## src/rtl/decoder_pkg.sv

```systemverilog
`default_nettype none
// ---------------------------------------------------------------------------
// decoder_pkg : opcode/funct encodings, branch-flag codes, extension modes
// Rev 1.0
// ---------------------------------------------------------------------------
package decoder_pkg;

   localparam logic [5:0] OP_SPECIAL = 6'd0;
   localparam logic [5:0] OP_J       = 6'd2;
   localparam logic [5:0] OP_JAL     = 6'd3;
   localparam logic [5:0] OP_BEQ     = 6'd4;
   localparam logic [5:0] OP_BNE     = 6'd5;
   localparam logic [5:0] OP_ADDI    = 6'd8;
   localparam logic [5:0] OP_SLTI    = 6'd10;
   localparam logic [5:0] OP_ANDI    = 6'd12;
   localparam logic [5:0] OP_ORI     = 6'd13;
   localparam logic [5:0] OP_XORI    = 6'd14;
   localparam logic [5:0] OP_LUI     = 6'd15;
   localparam logic [5:0] OP_LB      = 6'd32;
   localparam logic [5:0] OP_LH      = 6'd33;
   localparam logic [5:0] OP_LW      = 6'd35;
   localparam logic [5:0] OP_LBU     = 6'd36;
   localparam logic [5:0] OP_LHU     = 6'd37;
   localparam logic [5:0] OP_LWU     = 6'd39;
   localparam logic [5:0] OP_SB      = 6'd40;
   localparam logic [5:0] OP_SH      = 6'd41;
   localparam logic [5:0] OP_SW      = 6'd43;

   localparam logic [5:0] FN_SLL     = 6'd0;
   localparam logic [5:0] FN_SRL     = 6'd2;
   localparam logic [5:0] FN_SRA     = 6'd3;
   localparam logic [5:0] FN_JR      = 6'd8;
   localparam logic [5:0] FN_JALR    = 6'd9;

   localparam logic [2:0] BR_NONE    = 3'b000;
   localparam logic [2:0] BR_JR      = 3'b001;
   localparam logic [2:0] BR_JALR    = 3'b010;
   localparam logic [2:0] BR_BEQ     = 3'b011;
   localparam logic [2:0] BR_BNE     = 3'b100;
   localparam logic [2:0] BR_J       = 3'b101;
   localparam logic [2:0] BR_JAL     = 3'b110;

   typedef enum logic [1:0] {
      EXT_SIGN  = 2'd0,
      EXT_ZERO  = 2'd1,
      EXT_SHAMT = 2'd2,
      EXT_LUI   = 2'd3
   } ext_mode_e;

endpackage
`default_nettype wire

```

## src/rtl/decoder_pipelined_core.sv

```systemverilog
`default_nettype none
// ---------------------------------------------------------------------------
// decoder_core : combinational MIPS instruction field/control decoder
// Rev 1.0
// ---------------------------------------------------------------------------
module decoder_core
   import decoder_pkg::*;
#(
   parameter int CANT_BITS_INSTRUCCION              = 32,
   parameter int CANT_BITS_ADDRESS_REGISTROS        = 5,
   parameter int CANT_BITS_INSTRUCTION_INDEX_BRANCH = 26
) (
   input  logic [CANT_BITS_INSTRUCCION-1:0]              instruction_i,
   output logic [CANT_BITS_ADDRESS_REGISTROS-1:0]        reg_a_o,
   output logic [CANT_BITS_ADDRESS_REGISTROS-1:0]        reg_b_o,
   output logic [CANT_BITS_ADDRESS_REGISTROS-1:0]        reg_w_o,
   output logic [2:0]                                    flag_branch_o,
   output logic [CANT_BITS_INSTRUCCION-1:0]              immediate_o,
   output logic [CANT_BITS_INSTRUCTION_INDEX_BRANCH-1:0] index_o,
   output logic                                          reg_write_o,
   output logic                                          mem_read_o,
   output logic                                          mem_write_o,
   output logic                                          uses_a_o,
   output logic                                          uses_b_o
);

   localparam int W = CANT_BITS_INSTRUCCION;

   logic [5:0]                             w_opcode;
   logic [5:0]                             w_funct;
   logic [15:0]                            w_imm;
   logic [CANT_BITS_ADDRESS_REGISTROS-1:0] w_rd;
   logic                                   w_wr;
   ext_mode_e                              w_ext;

   assign w_opcode = instruction_i[31:26];
   assign w_funct  = instruction_i[5:0];
   assign w_imm    = instruction_i[15:0];
   assign w_rd     = instruction_i[15:11];
   assign reg_a_o  = instruction_i[25:21];
   assign reg_b_o  = instruction_i[20:16];
   assign index_o  = instruction_i[25:0];

   always_comb begin
      reg_w_o       = instruction_i[20:16];
      flag_branch_o = BR_NONE;
      w_wr          = 1'b0;
      mem_read_o    = 1'b0;
      mem_write_o   = 1'b0;
      uses_a_o      = 1'b0;
      uses_b_o      = 1'b0;
      w_ext         = EXT_SIGN;
      case (w_opcode)
         OP_SPECIAL: begin
            case (w_funct)
               FN_SLL, FN_SRL, FN_SRA: begin
                  reg_w_o  = w_rd;
                  w_wr     = 1'b1;
                  w_ext    = EXT_SHAMT;
                  uses_b_o = 1'b1;
               end
               FN_JR: begin
                  flag_branch_o = BR_JR;
                  uses_a_o      = 1'b1;
               end
               FN_JALR: begin
                  flag_branch_o = BR_JALR;
                  reg_w_o       = w_rd;
                  w_wr          = 1'b1;
                  uses_a_o      = 1'b1;
               end
               default: begin
                  reg_w_o  = w_rd;
                  w_wr     = 1'b1;
                  uses_a_o = 1'b1;
                  uses_b_o = 1'b1;
               end
            endcase
         end
         OP_BEQ, OP_BNE: begin
            flag_branch_o = (w_opcode == OP_BEQ) ? BR_BEQ : BR_BNE;
            uses_a_o      = 1'b1;
            uses_b_o      = 1'b1;
         end
         OP_J: flag_branch_o = BR_J;
         OP_JAL: begin
            flag_branch_o = BR_JAL;
            reg_w_o       = '1;
            w_wr          = 1'b1;
         end
         OP_ADDI, OP_SLTI: begin
            w_wr     = 1'b1;
            uses_a_o = 1'b1;
         end
         OP_ANDI, OP_ORI, OP_XORI: begin
            w_ext    = EXT_ZERO;
            w_wr     = 1'b1;
            uses_a_o = 1'b1;
         end
         OP_LUI: begin
            w_ext = EXT_LUI;
            w_wr  = 1'b1;
         end
         OP_LB, OP_LH, OP_LW, OP_LBU, OP_LHU, OP_LWU: begin
            mem_read_o = 1'b1;
            w_wr       = 1'b1;
            uses_a_o   = 1'b1;
         end
         OP_SB, OP_SH, OP_SW: begin
            mem_write_o = 1'b1;
            uses_a_o    = 1'b1;
            uses_b_o    = 1'b1;
         end
         default: ;
      endcase
   end

   // Writes to $0 are architecturally discarded, so never advertise them.
   assign reg_write_o = w_wr & (reg_w_o != '0);

   always_comb begin
      case (w_ext)
         EXT_ZERO:  immediate_o = {{(W-16){1'b0}}, w_imm};
         EXT_SHAMT: immediate_o = {{(W-5){1'b0}}, instruction_i[10:6]};
         EXT_LUI:   immediate_o = {{(W-16){1'b0}}, w_imm} << 16;
         default:   immediate_o = {{(W-16){w_imm[15]}}, w_imm};
      endcase
   end

endmodule
`default_nettype wire

```

## src/rtl/decoder_pipelined.sv

```systemverilog
`default_nettype none
// ---------------------------------------------------------------------------
// decoder_pipelined : ID stage with ID/EX register, load-use bubbles, counter
// Rev 1.0
// ---------------------------------------------------------------------------
module decoder_pipelined
   import decoder_pkg::*;
#(
   parameter int CANT_BITS_INSTRUCCION              = 32,
   parameter int CANT_BITS_ADDRESS_REGISTROS        = 5,
   parameter int CANT_BITS_IMMEDIATE                = 16,
   parameter int CANT_BITS_INSTRUCTION_INDEX_BRANCH = 26,
   parameter int CANT_BITS_FLAG_BRANCH              = 3,
   parameter int CANT_BITS_ADDR                     = 11,
   parameter int CANT_BITS_CONTADOR                 = 16
) (
   input  logic                                          i_clock,
   input  logic                                          i_reset,
   input  logic                                          i_enable,
   input  logic                                          i_valid,
   input  logic [CANT_BITS_INSTRUCCION-1:0]              i_instruction,
   input  logic [CANT_BITS_ADDR-1:0]                     i_pc,
   input  logic                                          i_flush,
   input  logic                                          i_stall_ext,
   output logic                                          o_stall_fetch,
   output logic                                          o_valid,
   output logic [CANT_BITS_ADDRESS_REGISTROS-1:0]        o_reg_A,
   output logic [CANT_BITS_ADDRESS_REGISTROS-1:0]        o_reg_B,
   output logic [CANT_BITS_ADDRESS_REGISTROS-1:0]        o_reg_W,
   output logic [CANT_BITS_FLAG_BRANCH-1:0]              o_flag_branch,
   output logic [CANT_BITS_INSTRUCCION-1:0]              o_immediate,
   output logic [CANT_BITS_INSTRUCTION_INDEX_BRANCH-1:0] o_instruction_index_branch,
   output logic [CANT_BITS_ADDR-1:0]                     o_pc,
   output logic                                          o_reg_write,
   output logic                                          o_mem_read,
   output logic                                          o_mem_write,
   output logic [CANT_BITS_CONTADOR-1:0]                 o_hazard_count
);

   localparam int RW = CANT_BITS_ADDRESS_REGISTROS;

   logic [RW-1:0]                                 w_ra, w_rb, w_rw;
   logic [2:0]                                    w_flag;
   logic [CANT_BITS_INSTRUCCION-1:0]              w_imm;
   logic [CANT_BITS_INSTRUCTION_INDEX_BRANCH-1:0] w_index;
   logic                                          w_wr, w_mr, w_mw, w_uses_a, w_uses_b;
   logic                                          w_hazard;

   logic                                          valid_q, valid_d;
   logic [RW-1:0]                                 reg_a_q, reg_a_d, reg_b_q, reg_b_d, reg_w_q, reg_w_d;
   logic [CANT_BITS_FLAG_BRANCH-1:0]              flag_q, flag_d;
   logic [CANT_BITS_INSTRUCCION-1:0]              imm_q, imm_d;
   logic [CANT_BITS_INSTRUCTION_INDEX_BRANCH-1:0] index_q, index_d;
   logic [CANT_BITS_ADDR-1:0]                     pc_q, pc_d;
   logic                                          wr_q, wr_d, mr_q, mr_d, mw_q, mw_d;
   logic [CANT_BITS_CONTADOR-1:0]                 count_q, count_d;

   decoder_core #(
      .CANT_BITS_INSTRUCCION              (CANT_BITS_INSTRUCCION),
      .CANT_BITS_ADDRESS_REGISTROS        (CANT_BITS_ADDRESS_REGISTROS),
      .CANT_BITS_INSTRUCTION_INDEX_BRANCH (CANT_BITS_INSTRUCTION_INDEX_BRANCH)
   ) u_core (
      .instruction_i (i_instruction),
      .reg_a_o       (w_ra),
      .reg_b_o       (w_rb),
      .reg_w_o       (w_rw),
      .flag_branch_o (w_flag),
      .immediate_o   (w_imm),
      .index_o       (w_index),
      .reg_write_o   (w_wr),
      .mem_read_o    (w_mr),
      .mem_write_o   (w_mw),
      .uses_a_o      (w_uses_a),
      .uses_b_o      (w_uses_b)
   );

   // Load in ID/EX whose destination is read by the incoming instruction.
   assign w_hazard = i_valid & valid_q & mr_q & (reg_w_q != '0) &
                     ((w_uses_a & (w_ra == reg_w_q)) | (w_uses_b & (w_rb == reg_w_q)));

   assign o_stall_fetch = i_enable & ~i_flush & (i_stall_ext | w_hazard);

   always_comb begin
      valid_d = valid_q;
      reg_a_d = reg_a_q;
      reg_b_d = reg_b_q;
      reg_w_d = reg_w_q;
      flag_d  = flag_q;
      imm_d   = imm_q;
      index_d = index_q;
      pc_d    = pc_q;
      wr_d    = wr_q;
      mr_d    = mr_q;
      mw_d    = mw_q;
      count_d = count_q;
      if (i_enable && !i_stall_ext || i_enable && i_flush) begin
         if (i_flush || w_hazard) begin
            valid_d = 1'b0;
            reg_a_d = '0;
            reg_b_d = '0;
            reg_w_d = '0;
            flag_d  = '0;
            imm_d   = '0;
            index_d = '0;
            pc_d    = '0;
            wr_d    = 1'b0;
            mr_d    = 1'b0;
            mw_d    = 1'b0;
            if (!i_flush && (count_q != '1)) count_d = count_q + 1'b1;
         end else begin
            valid_d = i_valid;
            reg_a_d = w_ra;
            reg_b_d = w_rb;
            reg_w_d = w_rw;
            flag_d  = i_valid ? w_flag : '0;
            imm_d   = w_imm;
            index_d = w_index;
            pc_d    = i_pc;
            wr_d    = i_valid & w_wr;
            mr_d    = i_valid & w_mr;
            mw_d    = i_valid & w_mw;
         end
      end
   end

   always_ff @(posedge i_clock or negedge i_reset) begin
      if (!i_reset) begin
         valid_q <= 1'b0;
         reg_a_q <= '0;
         reg_b_q <= '0;
         reg_w_q <= '0;
         flag_q  <= '0;
         imm_q   <= '0;
         index_q <= '0;
         pc_q    <= '0;
         wr_q    <= 1'b0;
         mr_q    <= 1'b0;
         mw_q    <= 1'b0;
         count_q <= '0;
      end else begin
         valid_q <= valid_d;
         reg_a_q <= reg_a_d;
         reg_b_q <= reg_b_d;
         reg_w_q <= reg_w_d;
         flag_q  <= flag_d;
         imm_q   <= imm_d;
         index_q <= index_d;
         pc_q    <= pc_d;
         wr_q    <= wr_d;
         mr_q    <= mr_d;
         mw_q    <= mw_d;
         count_q <= count_d;
      end
   end

   assign o_valid                    = valid_q;
   assign o_reg_A                    = reg_a_q;
   assign o_reg_B                    = reg_b_q;
   assign o_reg_W                    = reg_w_q;
   assign o_flag_branch              = flag_q;
   assign o_immediate                = imm_q;
   assign o_instruction_index_branch = index_q;
   assign o_pc                       = pc_q;
   assign o_reg_write                = wr_q;
   assign o_mem_read                 = mr_q;
   assign o_mem_write                = mw_q;
   assign o_hazard_count             = count_q;

endmodule
`default_nettype wire

```

## config.mk

```make
export PLATFORM = sky130hd
export DESIGN_NAME = decoder_pipelined
export DESIGN_NICKNAME = d
export VERILOG_FILES = /design/src/rtl/decoder_pkg.sv /design/src/rtl/decoder_pipelined_core.sv /design/src/rtl/decoder_pipelined.sv
export SDC_FILE = /design/constraint.sdc
export NUM_CORES = 1
export LEC_CHECK = 0
export ABC_AREA = 0
export CAP_MARGIN = 20
export CORE_MARGIN = 5
export CORE_UTILIZATION = 49
export CTS_CLUSTER_DIAMETER = 200
export DETAILED_ROUTE_END_ITERATION = 10
export PLACE_DENSITY = 0.86
export SYNTH_ARGS = -nofsm -noshare
export SYNTH_HDL_FRONTEND = slang
export SYNTH_SLANG_ARGS = --single-unit
```

## constraint.sdc

```tcl
create_clock -name i_clock -period 4.9 [get_ports i_clock]
set_input_delay 1.225 -clock i_clock [delete_from_list [all_inputs] [get_ports i_clock]]
set_output_delay 1.225 -clock i_clock [all_outputs]
set_load 0.01 [all_outputs]
```

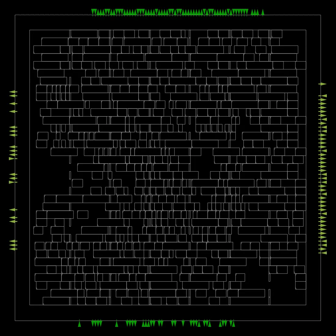
run_1/placed.png
Util after Layout: 69.6%
FILL cells: 680
flop count: 97
CORE AREA: 9110 sq um
flop share of the area: 38.3%

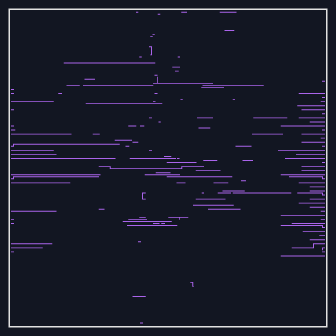
run_1/m3.png
The layer holds 7.4% of the routed length. The wires run mostly horizontal. The longest straight run is 35.4 um.
GR Layer Usage met3: 5.21%
Total Wirelength: 13600 um
DR vias: 4106

==> impl_metrics.env, run 1 <==
# implementation run metrics
export IMPL_status="finished clean"
export IMPL_cts_buffers=9
export IMPL_drive_gt1_share_pct=8.59
export IMPL_die_h_um=106
export IMPL_final_cells=693
export IMPL_finalSetupTns_ns=0
export IMPL_hpwl_um=9970
export IMPL_worstPathRequired_ns=3.67
export IMPL_cp_cell_sequence="clkdlybuf4s50_1 > or3_4 > or4_4 > o211ai_2 > o2bb2ai_2 > o21ai_2 > a21boi_0 > dlymetal6s2s_1"
export IMPL_drv_slew=0
export IMPL_antenna_found_initial=0
export IMPL_ys_ff=97
export IMPL_chipWidth_um=106
export IMPL_synth_nets=476
export IMPL_timing_worst_setup_path_type="primary input to primary output"
export IMPL_vias_per_cell=5.92
export IMPL_cpMaxStageDelayCell="or4_4"
export IMPL_wl_per_cell_um=19.7
export IMPL_power_mw=1.70
export IMPL_synth_warnings=0
export IMPL_cp_slowest_stage_delay_ns=0.44
export IMPL_drc_errors=0
export IMPL_critical_path_buf_inv_count=2
export IMPL_vdd_ir_drop_max_mv=0.154
export IMPL_grt_pass1_wl_um=21800
export IMPL_warnings=26
export IMPL_area_growth_pct=40.9
export IMPL_grt_ovfl_total=0
export IMPL_finalCriticalPeriod_ns=4.50
export IMPL_syn_area_sq_um=4500
export IMPL_chipArea_sq_um=11200
export IMPL_top_cell_area_share_pct=53.9
export IMPL_cp_max_fo=2
export IMPL_synthTopCellsByArea="dfrtp_1 (54%), a22o_1 (12%), xor2_1 (4.3%), nand2_1 (4.1%), o21ai_0 (3.2%)"
export IMPL_synth_cell_type_count=51
export IMPL_period_used_pct=91.9
export IMPL_antenna_left=0
export IMPL_top_area_cell="dfrtp_1"
export IMPL_finClkSkew_ns=0.0123
export IMPL_power_density_nw_per_um2=268
export IMPL_edf_count=0
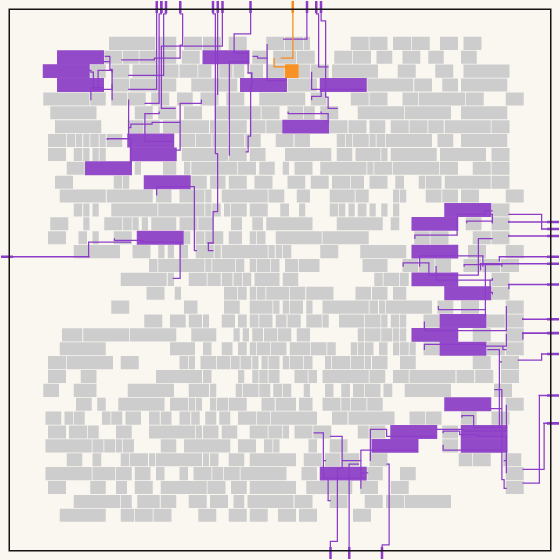
run_1/port_trees.png
Key: `o_instruction_index_branch` = purple [direction output, end cells 26, buffers 26, wire 1000 um]; `o_stall_fetch` = orange [direction output, end cells 1, buffers 1, wire 16.4 um]
Top-Level Pins: 157
Port Buffers: 156

## run 1: worst paths after layout
| kind | start | to | slack (ns) | cells after the start |
|---|---|---|---|---|
| worst max register to register | o_reg_W[4] | o_hazard_count[1] | 2.42 | 8 |
| worst min register to register | o_hazard_count[10] | o_hazard_count[10] | 0.49 | 1 |
| worst min-delay path | o_hazard_count[10] | o_hazard_count[10] | 0.49 | 1 |
| worst max-delay path | i_instruction[29] | o_stall_fetch | 0.40 | 8 |
| max in group asynchronous | i_reset | o_immediate[14] | 3.00 | 2 |
| min in group asynchronous | i_reset | o_hazard_count[7] | 0.95 | 1 |
## run 1: registers in the layout, indices dropped and copies added (netlist names), 3 cells and up
signal                      count
o_flag_branch                   3
o_hazard_count                 16
o_immediate                    32
o_instruction_index_branch     17
o_pc                           11
o_reg_A                         5
o_reg_B                         4
o_reg_W                         5
## run 1: report_power, final
part           internal [mW]  switching, mW  leakage, nW  total, mW
Combinational          0.182          0.155         1.44      0.337
Sequential             0.848         0.0348         1.30      0.883
Clock                  0.188          0.290       0.0840      0.479
Total                   1.22          0.480         2.83       1.70
## run 1: worst register-to-register path, cell delays in order, from the launching register on
cell and delay (ns):
dfrtp_1 0.48, xor2_1 0.20, nor4_1 0.34, nand3_1 0.14
a21oi_1 0.25, buf_4 0.18, nor2_4 0.08, nor3_1 0.35
mux2_2 0.37
## run 1: cells by family after synthesis
kind of cell | after synthesis | synth area share, %
AND/OR/NAND/NOR | 146 | 16.5
AND-OR/OR-AND | 116 | 19.2
flip-flops | 97 | 53.9
buffers and inverters | 40 | 4.89
XOR/XNOR | 24 | 4.67
multiplexers | 2 | 0.473
adder cells (fa/ha/maj) | 1 | 0.278
## run 1: Yosys cell counts (3+ instances only)
master,count
dfrtp_1,97
inv_1,5
nor3_1,8
nand3_1,15
nor2b_1,3
nor2_1,29
nor4_1,14
and2_1,3
a21oi_1,7
buf_6,4
and3_1,3
a31oi_1,4
a22o_1,60
clkbuf_1,19
xor2_1,22
nand2_1,49
nand4_1,3
buf_4,10
o21ai_0,29
o31ai_1,3
## run 1: metrics by stage
stage	setup WS, ns	util [%]	area [sq um]
after floorplan	0.865	-	4500
after global placement	0.0527	67.6	6160
after detailed placement	0.00183	67.6	6160
after CTS	0.00152	69.5	6330
after global routing	0.260	69.6	6340
final	0.395	69.6	6340
## run 1: metal layers
layer  GRT usage, %  up-vias  part of all wire, %
met1           32.3     2040                   40
met4           8.60        0                  2.8
met3           5.21       35                  7.4
met5              0        -                    0
met2           39.4      191                   49
li1               -     1840                    -
## run 1: timing repair
item / CTS / global route
setup endpoints to repair: 0 / 1
setup buffers: 0 / 0
gates resized: 0 / 2
## run 1: layout make-up
type	instances	area (sq um)
clock buffer	9	124
clock inverter	6	48.8
fill	680	2770
inverter	5	18.8
multi-input combinational	289	1870
sequential	97	2430
tap	111	139
timing repair buffer	176	1710
run_1/route_heat.png
21 x 21 tiles, from black (low) to pale yellow (high), scaled to the fullest tile. Values are wire area over tile area, all layers added.
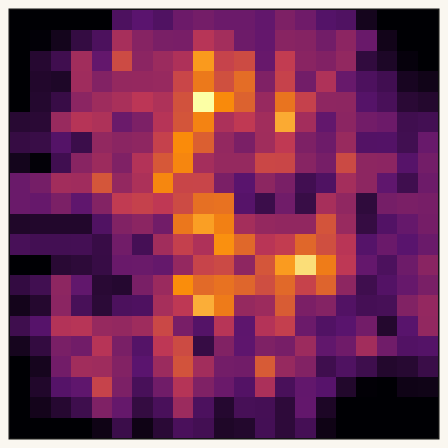

==> run 2, diff against run 1 <==
SLEW_MARGIN = 40   (was not set)
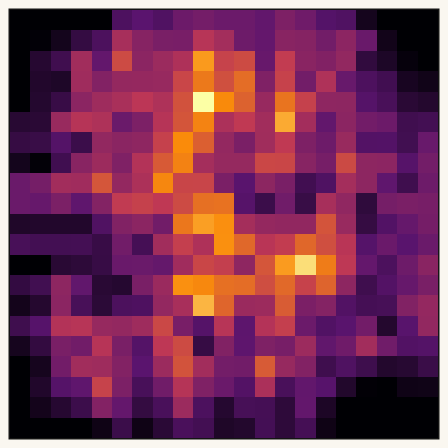
run_2/route_heat.png
21 x 21 tiles, from black (low) to pale yellow (high), scaled to the fullest tile. Values are wire area over tile area, all layers added.
17% of the tiles are over half the peak. 8.8% of the tiles are nearly empty. The emptiest ninth of the die: lower right.
Total Wirelength: 13600 um
DR vias: 4105
gr usage total: 24.3%
Wirelength per Cell: 19.7 um

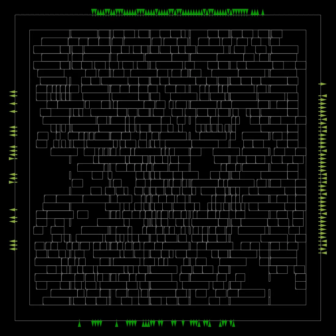
run_2/placed.png
num rows: 35
FILL cells: 679
Util after Layout: 69.6%
n_taps: 111

==> run 2 against run 1 <==
  * Clock-buffer cell count stayed put
  * Critical path depth unchanged
  * Core utilization barely moved
  * Critical path type unchanged
  * Global-route usage is the same
  * Via count about the same
  * Hold slack is essentially flat
  * Fmax about the same
  * Highest routed layer unchanged
  * Register-to-register slack barely moved
  * Synthesized cell count unchanged
  * Cell area barely moved
==> impl_metrics.env, run 2 <==
# implementation run metrics
export IMPL_synthTopCellsByArea="dfrtp_1 (54%), a22o_1 (12%), xor2_1 (4.3%), nand2_1 (4.1%), o21ai_0 (3.2%)"
export IMPL_power_mw=1.70
export IMPL_finalSetupTns_ns=0
export IMPL_cp_max_fo=2
export IMPL_synth_warnings=0
export IMPL_pin_count=157
export IMPL_antenna_left=0
export IMPL_die_h_um=106
export IMPL_cts_buffers=9
export IMPL_lay_top_count="clkdlybuf4s50_1"
export IMPL_top_cell_area_share_pct=53.9
export IMPL_top_area_cell="dfrtp_1"
export IMPL_timing_worst_setup_path_type="primary input to primary output"
export IMPL_worstPathRequired_ns=3.67
export IMPL_finalCriticalPeriod_ns=4.50
export IMPL_warnings=26
export IMPL_synth_cell_type_count=51
export IMPL_cpMaxStageDelayCell="or4_4"
export IMPL_drc_errors=0
export IMPL_status="finished clean"
export IMPL_drv_slew=0
export IMPL_design_area_sq_um=6340
export IMPL_cts_root_buffer="clkbuf_8"
export IMPL_synth_most_common_cell="dfrtp_1"
export IMPL_drive_gt1_share_pct=8.59
export IMPL_port_buffers=156
export IMPL_hpwl_um=9970
export IMPL_period_used_pct=91.9
export IMPL_grt_pass1_wl_um=21800
export IMPL_yosys_top_cells_count="dfrtp_1 (97), a22o_1 (60), nand2_1 (49)"
export IMPL_syn_area_sq_um=4500
export IMPL_finClkSkew_ns=0.0123
export IMPL_largest_register_ff_count=32
export IMPL_dpl_cell_area_sq_um=6160
export IMPL_cp_cell_sequence="clkdlybuf4s50_1 > or3_4 > or4_4 > o211ai_2 > o2bb2ai_2 > o21ai_2 > a21boi_0 > dlymetal6s2s_1"
export IMPL_area_growth_pct=41.0
export IMPL_core_area_sq_um=9110
export IMPL_synth_nets=476
export IMPL_chipWidth_um=106
export IMPL_ys_ff=97
export IMPL_grt_ovfl_total=0
export IMPL_cp_slowest_stage_delay_ns=0.44
export IMPL_ctsHoldBuffers=0
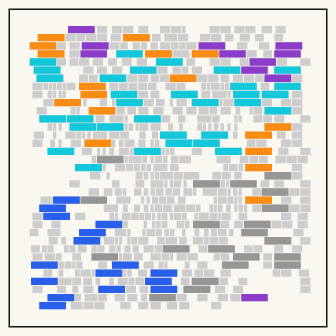
run_2/ff_map.png
Other sequential cells in the stronger gray, the rest of the logic in the fainter gray.
Key: `o_pc` = purple [placed flops 11]; `o_instruction_index_branch` = orange [placed flops 17]; `o_immediate` = cyan [placed flops 32]; `o_hazard_count` = blue [placed flops 16]
Another 21 sequential cells are not colored.
flop share of the area: 38.3%
FF/Latch Area: 2430 sq um

-- run 2: cell counts after synthesis --
No cell type changed its count.
-- run 2: timing repair --
item,in CTS,in global routing
resized,0,2
hold endpoints to repair,0,0
setup endpoints to repair,0,1
-- run 2: worst max-delay path, delay by kind of cell --
family                 cells  cell delay, ns
AND-OR/OR-AND              4            0.61
AND/OR/NAND/NOR            2            0.84
buffers and inverters      2            0.60
-- run 2: cell type report --
type	instances	area share (%)
tap	111	2.19
sequential	97	38.3
multi-input combinational	289	29.5
clock buffer	9	1.95
clock inverter	6	0.769
inverter	5	0.296
timing repair buffer	176	27.0
-- run 2: kinds of logic after synthesis --
logic type	count (synthesis)	synth area share, %
AND/OR/NAND/NOR	146	16.5
flip-flops	97	53.9
buffers and inverters	40	4.89
AND-OR/OR-AND	116	19.2
adder cells (fa/ha/maj)	1	0.278
XOR/XNOR	24	4.67
multiplexers	2	0.473
-- run 2: final timing paths --
path / slack, ns / to / depth (start not counted) / start
max in group asynchronous: 3.19 / o_immediate[14] / 2 / i_reset
hold reg to reg: 0.49 / o_hazard_count[10] / 1 / o_hazard_count[10]
hold / removal: 0.49 / o_hazard_count[10] / 1 / o_hazard_count[10]
setup / recovery: 0.40 / o_stall_fetch / 8 / i_instruction[29]
min in group asynchronous: 0.84 / o_hazard_count[7] / 1 / i_reset
setup reg to reg: 2.42 / o_hazard_count[1] / 8 / o_reg_W[4]
-- run 2: routing by layer --
metal  share of wire, %  global-route usage [%]  vias to the layer above
li1                   -                       -                     1840
met1                 40                    32.3                     2043
met2                 49                    39.4                      187
met3                7.3                    5.21                       35
met4                2.8                    8.60                        0
met5                  0                       0                        -
-- run 2: through the flow --
step / setup slack, ns / instances / util (%)
after floorplan: 0.865 / 426 / -
after global placement: 0.0527 / 678 / 67.6
after detailed placement: 0.00183 / 678 / 67.6
after CTS: 0.00152 / 693 / 69.5
after global routing: 0.260 / 693 / 69.6
final: 0.395 / 693 / 69.6
-- run 2: report_power, final --
group | leakage (nW) | internal [mW] | total [mW] | switching [mW]
Combinational | 1.45 | 0.182 | 0.337 | 0.155
Clock | 0.0840 | 0.188 | 0.479 | 0.290
Sequential | 1.30 | 0.848 | 0.883 | 0.0348
Total | 2.83 | 1.22 | 1.70 | 0.480
run_2/m3.png
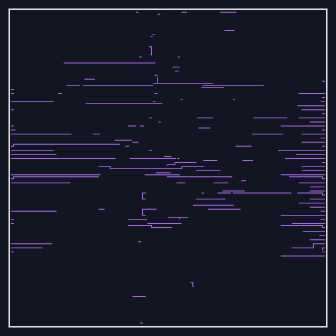

==> run 3, diff against run 2 <==
GPL_TIMING_DRIVEN = 0   (was not set)
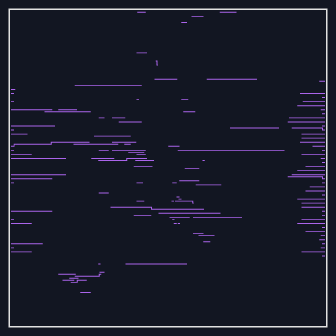
run_3/m3.png
107 nets have wire on it. The layer holds 5.9% of the routed length. The layer carries 809 um of wire. The longest straight run is 35.4 um.
GR Layer Usage met3: 3.49%
Total Wirelength: 13600 um

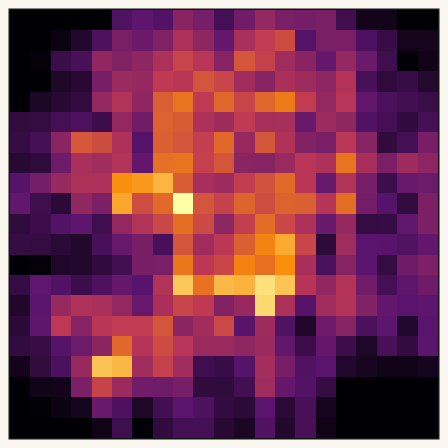
run_3/route_heat.png
21 x 21 tiles, from black (low) to pale yellow (high), scaled to the fullest tile. Values are wire area over tile area, all layers added.
The fullest tile reaches 0.60. The mean over all tiles is 0.19. 9.1% of the tiles are nearly empty. The densest ninth of the die: center. 19% of the tiles are over half the peak.
Wirelength per Cell: 19.2 um
DR vias: 4071

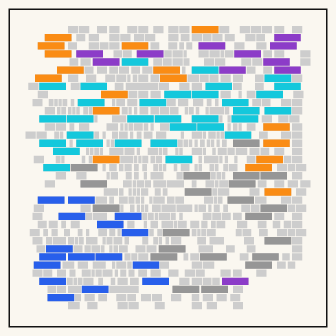
run_3/ff_map.png
Other sequential cells in the stronger gray, the rest of the logic in the fainter gray.
Key: `o_instruction_index_branch` = orange [placed flops 17]; `o_immediate` = cyan [placed flops 32]; `o_pc` = purple [placed flops 11]; `o_hazard_count` = blue [placed flops 16, where lower left]
Another 21 sequential cells are not colored.
Util after Layout: 70.9%
flop share of the area: 37.6%
sequential cell power: 0.883 mW

==> run 3 against run 2 <==
  * Critical path depth stayed put
  * Highest routed layer unchanged
  * First-iteration DRC count is 19% lower
  * Critical path type unchanged
  * Register-to-register slack worse by 0.04 ns
  * Fmax is 6.4% lower
  * Combinational power is 2% higher
==> impl_metrics.env, run 3 <==
# implementation run metrics
export IMPL_finClkSkew_ns=0.0202
export IMPL_dpl_cell_area_sq_um=6220
export IMPL_power_density_nw_per_um2=278
export IMPL_ys_ff=97
export IMPL_warnings=26
export IMPL_ctsHoldBuffers=0
export IMPL_status="finished clean"
export IMPL_worstPathRequired_ns=3.67
export IMPL_top_area_cell="dfrtp_1"
export IMPL_drive_gt1_share_pct=8.19
export IMPL_worst_slack_ns=0.0873
export IMPL_final_cells=709
export IMPL_period_used_pct=98.2
export IMPL_hpwl_um=10200
export IMPL_postCtsSetupRepairBufs=0
export IMPL_timing_worst_setup_path_type="primary input to primary output"
export IMPL_synthTopCellsByArea="dfrtp_1 (54%), a22o_1 (12%), xor2_1 (4.3%), nand2_1 (4.1%), o21ai_0 (3.2%)"
export IMPL_grt_ovfl_total=0
export IMPL_dp_cells=693
export IMPL_grt_pass1_wl_um=21700
export IMPL_drv_slew=0
export IMPL_largest_register_ff_count=32
export IMPL_cpMaxStageDelayCell="clkdlybuf4s50_1"
export IMPL_top_cell_area_share_pct=53.9
export IMPL_port_buffers=155
export IMPL_vias_per_cell=5.74
export IMPL_vdd_ir_drop_max_mv=0.145
export IMPL_syn_area_sq_um=4500
export IMPL_die_h_um=106
export IMPL_cts_buffers=9
export IMPL_grt_usage_pct=24.1
export IMPL_edf_count=0
export IMPL_post_place_ws_ns=-0.293
export IMPL_drc_errors=0
export IMPL_cp_max_fo=5
export IMPL_synth_cell_type_count=51
export IMPL_cp_slowest_stage_delay_ns=0.48
[run 3: kinds of logic (layout without fill, tap and decap cells)]
family / count (synthesis) / after routing / share of synthesized area (%)
and+or+nand+nor: 146 / 146 / 16.5
AOI/OAI and AO/OA: 116 / 116 / 19.2
DFF: 97 / 97 / 53.9
buffers and inverters: 40 / 212 / 4.89
xor gates and xnor gates: 24 / 24 / 4.67
muxes: 2 / 2 / 0.473
adders and majority gates: 1 / 1 / 0.278
[run 3: worst max-delay path, delay by kind of cell]
kind | cells | cell delay (ns)
AND-OR/OR-AND | 4 | 0.73
buffers and inverters | 2 | 0.77
AND/OR/NAND/NOR | 2 | 0.87
[run 3: what timing repair did]
action	in CTS	in global routing
gates resized	3	3
setup endpoints to repair	1	1
pin swaps	0	0
[run 3: layer usage]
layer	track usage [%]	up-vias	part of all wire (%)
li1	-	1872	-
met1	33.2	2002	44
met2	39.5	175	49
met3	3.49	22	5.9
met4	7.86	0	1.6
met5	0	-	0
[run 3: path summary, 6_finish.rpt]
kind	endpoint	slack, ns	from	depth (start not counted)
setup reg to reg	o_immediate[17]	2.38	o_reg_W[4]	8
hold / removal	o_immediate[26]	0.50	o_immediate[26]	2
setup / recovery	o_stall_fetch	0.09	i_instruction[31]	8
hold reg to reg	o_immediate[26]	0.50	o_immediate[26]	2
max in group asynchronous	o_immediate[27]	3.54	i_reset	2
min in group asynchronous	o_hazard_count[7]	0.76	i_reset	1
[run 3: area by class of cell]
type                       instances  area [sq um]
clock inverter                     7          91.3
clock buffer                       9           124
sequential                        97          2430
buffer                            35           201
multi-input combinational        289          1870
timing repair buffer             156          1580
fill                             687          2660
tap                              111           139
inverter                           5          18.8
[run 3: where the power goes]
part,switching [mW],internal [mW]
logic,0.157,0.187
registers,0.0356,0.848
clock network,0.312,0.252
[run 3: stage by stage]
stage / total power [mW] / util, % / setup TNS, ns
2_1_floorplan: 1.02 / - / 0
5_1_grt: 1.86 / 70.9 / 0
4_1_cts: 1.80 / 70.7 / 0
6_report: 1.79 / 70.9 / 0
3_3_place_gp: 1.23 / 68.0 / -82.72
3_5_place_dp: 1.24 / 68.3 / -0.293
Power and IR drop assume default switching activity.
